### config.mk
export PLATFORM = sky130hd
export DESIGN_NAME = demixer
export DESIGN_NICKNAME = d
export VERILOG_FILES = /design/src/rtl/demixer.sv
export SDC_FILE = /design/constraint.sdc
export NUM_CORES = 2
export LEC_CHECK = 0
export CAP_MARGIN = 20
export CORE_ASPECT_RATIO = 1.4
export CORE_MARGIN = 5
export CORE_UTILIZATION = 55
export CTS_BUF_LIST = sky130_fd_sc_hd__clkbuf_8
export DETAILED_ROUTE_END_ITERATION = 6
export GPL_ROUTABILITY_DRIVEN = 1
export PLACE_DENSITY = 0.77
export SLEW_MARGIN = 5
export SYNTH_ARGS = -nofsm -noshare
export SYNTH_HDL_FRONTEND = slang
export SYNTH_SLANG_ARGS = --single-unit
### constraint.sdc
create_clock -name clk -period 11.05 [get_ports clk]
set_clock_uncertainty 0.1 [all_clocks]
set_input_delay 3.315 -clock clk [delete_from_list [all_inputs] [get_ports clk]]
set_output_delay 3.315 -clock clk [all_outputs]
set_load 0.01 [all_outputs]
### src/rtl/demixer.sv
// ----------------------------------------------------------------------------
// demixer -- coherent QPSK demodulator (integrate-and-dump).
//
// Each accepted sample is multiplied by the local cosine and sine references
// (stage 1). The products are summed per branch over one symbol of
// SAMPLES_PER_SYMBOL accepted samples (stage 2). At the symbol boundary a
// sign decision per branch gives the 2-bit symbol, strobed by data_valid
// two cycles after the symbol's last sample was accepted.
//
// Parameters:
//   SAMPLES_PER_SYMBOL  accepted samples per symbol (>= 1)
//   ACC_W               accumulator width, 32 + clog2(SAMPLES_PER_SYMBOL)
//
// Ports:
//   clk           system clock, rising edge
//   rst           synchronous active-high reset
//   signal_in     received sample, signed 16 bit
//   sine_in       local sine reference, signed 16 bit
//   cosine_in     local cosine reference, signed 16 bit
//   sample_valid  the three inputs above are valid this cycle
//   sync          symbol realign: current sample becomes sample 0
//   data_out      decided symbol, bit0 = cosine branch, bit1 = sine branch
//   data_valid    one-cycle strobe marking a new data_out
//   soft_cos_out  final cosine-branch sum (only with DEMIXER_SOFT_OUT_EN)
//   soft_sin_out  final sine-branch sum   (only with DEMIXER_SOFT_OUT_EN)
//
// Build option:
//   DEMIXER_SOFT_OUT_EN  adds the soft_*_out ports and their registers.
// ----------------------------------------------------------------------------
module demixer #(
    parameter  int SAMPLES_PER_SYMBOL = 16,
    localparam int ACC_W              = 32 + $clog2(SAMPLES_PER_SYMBOL)
) (
    input  logic                    clk,
    input  logic                    rst,
    input  logic signed [15:0]      signal_in,
    input  logic signed [15:0]      sine_in,
    input  logic signed [15:0]      cosine_in,
    input  logic                    sample_valid,
    input  logic                    sync,
    output logic [1:0]              data_out,
    output logic                    data_valid
`ifdef DEMIXER_SOFT_OUT_EN
    ,
    output logic signed [ACC_W-1:0] soft_cos_out,
    output logic signed [ACC_W-1:0] soft_sin_out
`endif
);

    localparam int CNT_W = (SAMPLES_PER_SYMBOL > 1) ? $clog2(SAMPLES_PER_SYMBOL) : 1;
    localparam logic [CNT_W-1:0] LAST_IDX = CNT_W'(SAMPLES_PER_SYMBOL - 1);

    // Sample counter and stage-1 (product) registers.
    logic [CNT_W-1:0]        cnt_q, cnt_d;
    logic signed [31:0]      prod_cos_q, prod_cos_d;
    logic signed [31:0]      prod_sin_q, prod_sin_d;
    logic                    s1_valid_q, s1_valid_d;
    logic                    s1_last_q, s1_last_d;

    // Stage-2 accumulators and the registered outputs.
    logic signed [ACC_W-1:0] acc_cos_q, acc_cos_d;
    logic signed [ACC_W-1:0] acc_sin_q, acc_sin_d;
    logic [1:0]              data_out_q, data_out_d;
    logic                    data_valid_q, data_valid_d;
`ifdef DEMIXER_SOFT_OUT_EN
    logic signed [ACC_W-1:0] soft_cos_q, soft_cos_d;
    logic signed [ACC_W-1:0] soft_sin_q, soft_sin_d;
`endif

    // Index of the current sample, with sync forcing it to the symbol start.
    logic [CNT_W-1:0]        cnt_cur;
    logic                    is_last;
    // Branch totals including the product sitting in stage 1.
    logic signed [ACC_W-1:0] sum_cos, sum_sin;

    always_comb begin
        // NOTE: every variable gets a default before any branch so no latch is inferred.
        cnt_cur = sync ? '0 : cnt_q;
        is_last = (cnt_cur == LAST_IDX);

        cnt_d      = cnt_cur;
        prod_cos_d = prod_cos_q;
        prod_sin_d = prod_sin_q;
        s1_valid_d = sample_valid;
        s1_last_d  = sample_valid && is_last;
        if (sample_valid) begin
            cnt_d      = is_last ? '0 : cnt_cur + CNT_W'(1);
            prod_cos_d = signal_in * cosine_in;
            prod_sin_d = signal_in * sine_in;
        end

        // Sign-extend the product to the accumulator width before the add.
        sum_cos = acc_cos_q + ACC_W'(prod_cos_q);
        sum_sin = acc_sin_q + ACC_W'(prod_sin_q);

        acc_cos_d    = acc_cos_q;
        acc_sin_d    = acc_sin_q;
        data_out_d   = data_out_q;
        data_valid_d = 1'b0;
`ifdef DEMIXER_SOFT_OUT_EN
        soft_cos_d   = soft_cos_q;
        soft_sin_d   = soft_sin_q;
`endif

        if (sync) begin
            // Drop the partial symbol, including the entry now in stage 1.
            acc_cos_d = '0;
            acc_sin_d = '0;
        end else if (s1_valid_q) begin
            if (s1_last_q) begin
                // A total of exactly zero decides 1 (non-negative).
                data_out_d   = {~sum_sin[ACC_W-1], ~sum_cos[ACC_W-1]};
                data_valid_d = 1'b1;
                acc_cos_d    = '0;
                acc_sin_d    = '0;
`ifdef DEMIXER_SOFT_OUT_EN
                soft_cos_d   = sum_cos;
                soft_sin_d   = sum_sin;
`endif
            end else begin
                acc_cos_d = sum_cos;
                acc_sin_d = sum_sin;
            end
        end
    end

    // NOTE: state is updated with non-blocking assignments; the product registers are
    // reset as well so a reset always leaves a fully defined, empty pipeline.
    always_ff @(posedge clk) begin
        if (rst) begin
            cnt_q        <= '0;
            prod_cos_q   <= '0;
            prod_sin_q   <= '0;
            s1_valid_q   <= 1'b0;
            s1_last_q    <= 1'b0;
            acc_cos_q    <= '0;
            acc_sin_q    <= '0;
            data_out_q   <= 2'b00;
            data_valid_q <= 1'b0;
`ifdef DEMIXER_SOFT_OUT_EN
            soft_cos_q   <= '0;
            soft_sin_q   <= '0;
`endif
        end else begin
            cnt_q        <= cnt_d;
            prod_cos_q   <= prod_cos_d;
            prod_sin_q   <= prod_sin_d;
            s1_valid_q   <= s1_valid_d;
            s1_last_q    <= s1_last_d;
            acc_cos_q    <= acc_cos_d;
            acc_sin_q    <= acc_sin_d;
            data_out_q   <= data_out_d;
            data_valid_q <= data_valid_d;
`ifdef DEMIXER_SOFT_OUT_EN
            soft_cos_q   <= soft_cos_d;
            soft_sin_q   <= soft_sin_d;
`endif
        end
    end

    assign data_out   = data_out_q;
    assign data_valid = data_valid_q;
`ifdef DEMIXER_SOFT_OUT_EN
    assign soft_cos_out = soft_cos_q;
    assign soft_sin_out = soft_sin_q;
`endif

endmodule

==> images/m1.png <==
Drawn at 1 px/um. Supply wires on this layer in gray.
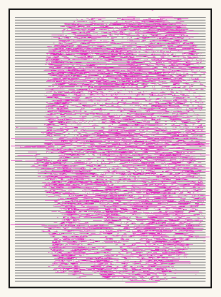
wire length on this layer: 26.8 mm
nets with wire on the layer: 3687
longest straight run: 68.5 um

==> images/util_map.png <==
Drawn at 1.5 px/um. 20 x 28 tiles, from white (low) to dark blue (high), 0 to 100% covered.
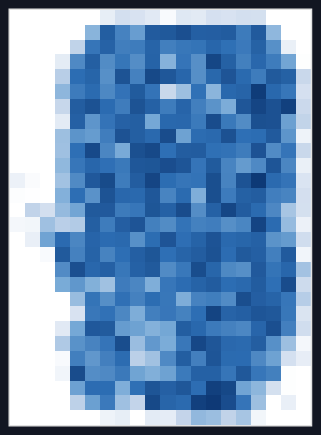
nearly empty tiles: 19%
fullest tile: 96%
emptiest ninth of the die: bottom left
densest ninth of the die: middle
tiles over 75% full: 34%
mean over tiles: 52%

==> images/clock_nets.png <==
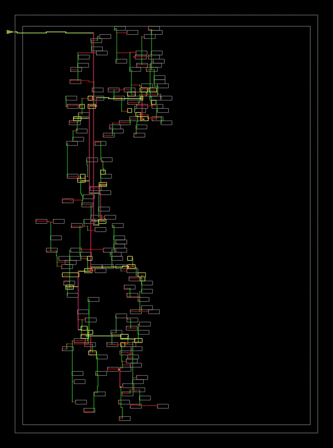
Skew-Pair Late Insertion Delay: 0.48 ns
Seq cells: 145

==> images/m3.png <==
Drawn at 1.5 px/um.
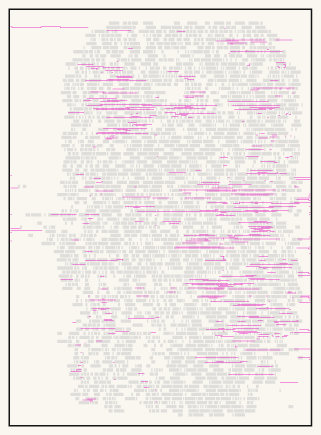
share of all routed wire: 5.3%
nets with wire on the layer: 209

==> images/clock_wires.png <==
Drawn at 1.5 px/um.
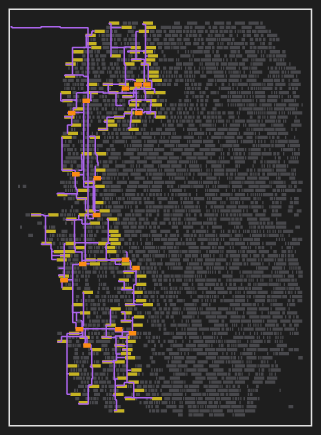
[flip-flops] yellow | count: 145
[clock wires] purple | length: 2060 um
[clock-net drivers] orange | count: 17
routed clock nets: 18

==> results.ini <==
[run_status]
outcome = completed

[setup_path]
crit_chain = clkdlybuf4s50_1 -> buf_4 -> nand2_1 -> fa_1 -> inv_1 -> fa_1 -> fa_1 -> fa_1 -> fa_1 -> inv_1 -> fa_1 -> inv_1 -> ha_1 -> a21o_1 -> a21o_1 -> a21oi_1 -> nor2_1 -> a41o_1 -> o41ai_1 -> nand2b_1 -> a21oi_1 -> xor2_1 -> o21ai_0
path_buffers = 5
critical_path.startpoint = signal_in[8]

[timing]
fmax_mhz = 98.5
worst_slew_pin_slew_ns = 1.02
slew_viol_final = 0
hold_violations = 0

[place]
place_hpwl_um = 55000
placed_cell_area_sq_um = 29300
port_buffers = 54
preCtsSetupSlack_ns = 0.534

[finish]
finish.instance_area_sq_um = 29600
final_layout_top_logic_cell = inv_1
syn2layout_area_growth_pct = 6.04
fillers = 4305

[cts]
postCtsResizedCells = 0
clockRootBuffer = clkbuf_8
cts_made_buffers = 17
postCtsSetupBuffers = 0
clkTransAtPathRegs_ns = 0.09
htreeDepth = 4

[global_route]
track_usage_pct = 24.5
grt_pass1_vias = 23400
grt_overflow = 0
grt_pass1_wl_um = 113000

[route]
drt_first_pass_iters = 6
viasPerCell = 5.61
drt-wirelength-per-cell_um = 17.5

[hold_path]
hold_class = reg -> reg

[logic_synthesis]
syn_nets = 3935
edf_count = 0
synth_flops = 145
ys_area_sq_um = 27900
yosys_most_used_dff = dfxtp_1
synth_cell_types = 90
syn_inst = 3122

[run]
maxCapViolations = 0
openroad.warnings = 26

[floorplan]
num_rows = 97
fp-utilization_pct = 55.6
core_sq_um = 50200

## final cells by class
type	count	area [sq um]	area share (%)
clock buffer	17	234	0.790
multi-input combinational	2253	22300	75.4
tap	643	805	2.71
clock inverter	15	148	0.498
timing repair buffer	109	943	3.18
inverter	604	2270	7.65
sequential	145	2900	9.80
antenna	1	2.50	0.00844
## metal layers
metal  vias up  routed length (um)  global-route usage [%]  part of all wire (%)
met5         -                   0                       0                     0
met4         0                2690                    9.87                   4.1
met2       632               33200                    42.7                    50
li1       9753                   -                       -                     -
met1     10700               26800                    31.4                    41
met3       159                3480                    2.53                   5.3
## metrics by stage
stage               cells  util (%)  hold slack (ns)
finish               3787      59.0            0.362
global route         3787      59.0            0.376
CTS                  3786      59.0            0.365
detailed placement   3754      58.2            0.348
global placement     3754      58.2            0.338
floorplan            3122         -            0.329
## registers in the layout, summed over array words and instances (netlist names)
register / cells
data_valid: 1
acc_sin_q: 36
prod_cos_q: 32
s1_valid_q: 1
acc_cos_q: 36
cnt_q: 4
data_out: 2
prod_sin_q: 32
s1_last_q: 1
## worst min-delay path: stages, from the launching register on
cell and delay (ns):
dfxtp_1 0.32, nand2_1 0.05, o21ai_1 0.05
## synthesized netlist by cell type (3+ instances only)
cell type,number,area [sq um]
or2_2,6,37.5
a21o_1,63,473
a21boi_0,4,30.0
xnor2_1,76,666
o22ai_1,6,37.5
nor2b_1,12,75.1
clkbuf_1,111,417
nand4_1,18,113
a22oi_1,36,270
o211ai_1,7,52.6
nor3b_1,5,37.5
dfxtp_1,145,2900
nor3_1,27,135
or4_1,4,30.0
and2_1,257,1610
nand2_1,321,1200
a211oi_1,15,113
o21bai_1,19,143
a21oi_1,120,601
o32ai_1,3,26.3
ha_1,235,2940
a22o_1,6,52.6
xor2_1,47,412
o21a_1,9,67.6
a221o_1,4,40.0
nand3_1,17,85.1
nor4_1,6,37.5
or3_1,10,62.6
inv_1,603,2260
mux2i_1,39,390
and3_1,5,31.3
a32o_1,3,30.0
nand2b_1,25,156
o21ai_1,8,40.0
a31oi_1,12,75.1
buf_1,8,30.0
nor2_1,165,619
o21ai_0,61,305
a211o_1,4,35.0
nand3b_1,6,45.0
fa_1,526,10500
o31ai_1,6,45.0
## cells by family (layout without fill, tap and decap cells)
kind of cell | Yosys count | count (layout) | share of synthesized area, %
and+or+nand+nor | 904 | 904 | 16.0
adders and majority gates | 761 | 761 | 48.2
buffers and inverters | 724 | 745 | 9.73
AOI/OAI and AO/OA | 426 | 426 | 10.4
DFF | 145 | 145 | 10.4
xor gates and xnor gates | 123 | 123 | 3.85
muxes | 39 | 39 | 1.40
other | 0 | 1 | 0
## final timing paths
path | depth (start not counted) | end
worst max register to register | 12 | acc_cos_q[34]
worst max-delay path | 23 | prod_sin_q[28]
worst min register to register | 2 | acc_cos_q[28]
worst min-delay path | 2 | acc_cos_q[28]
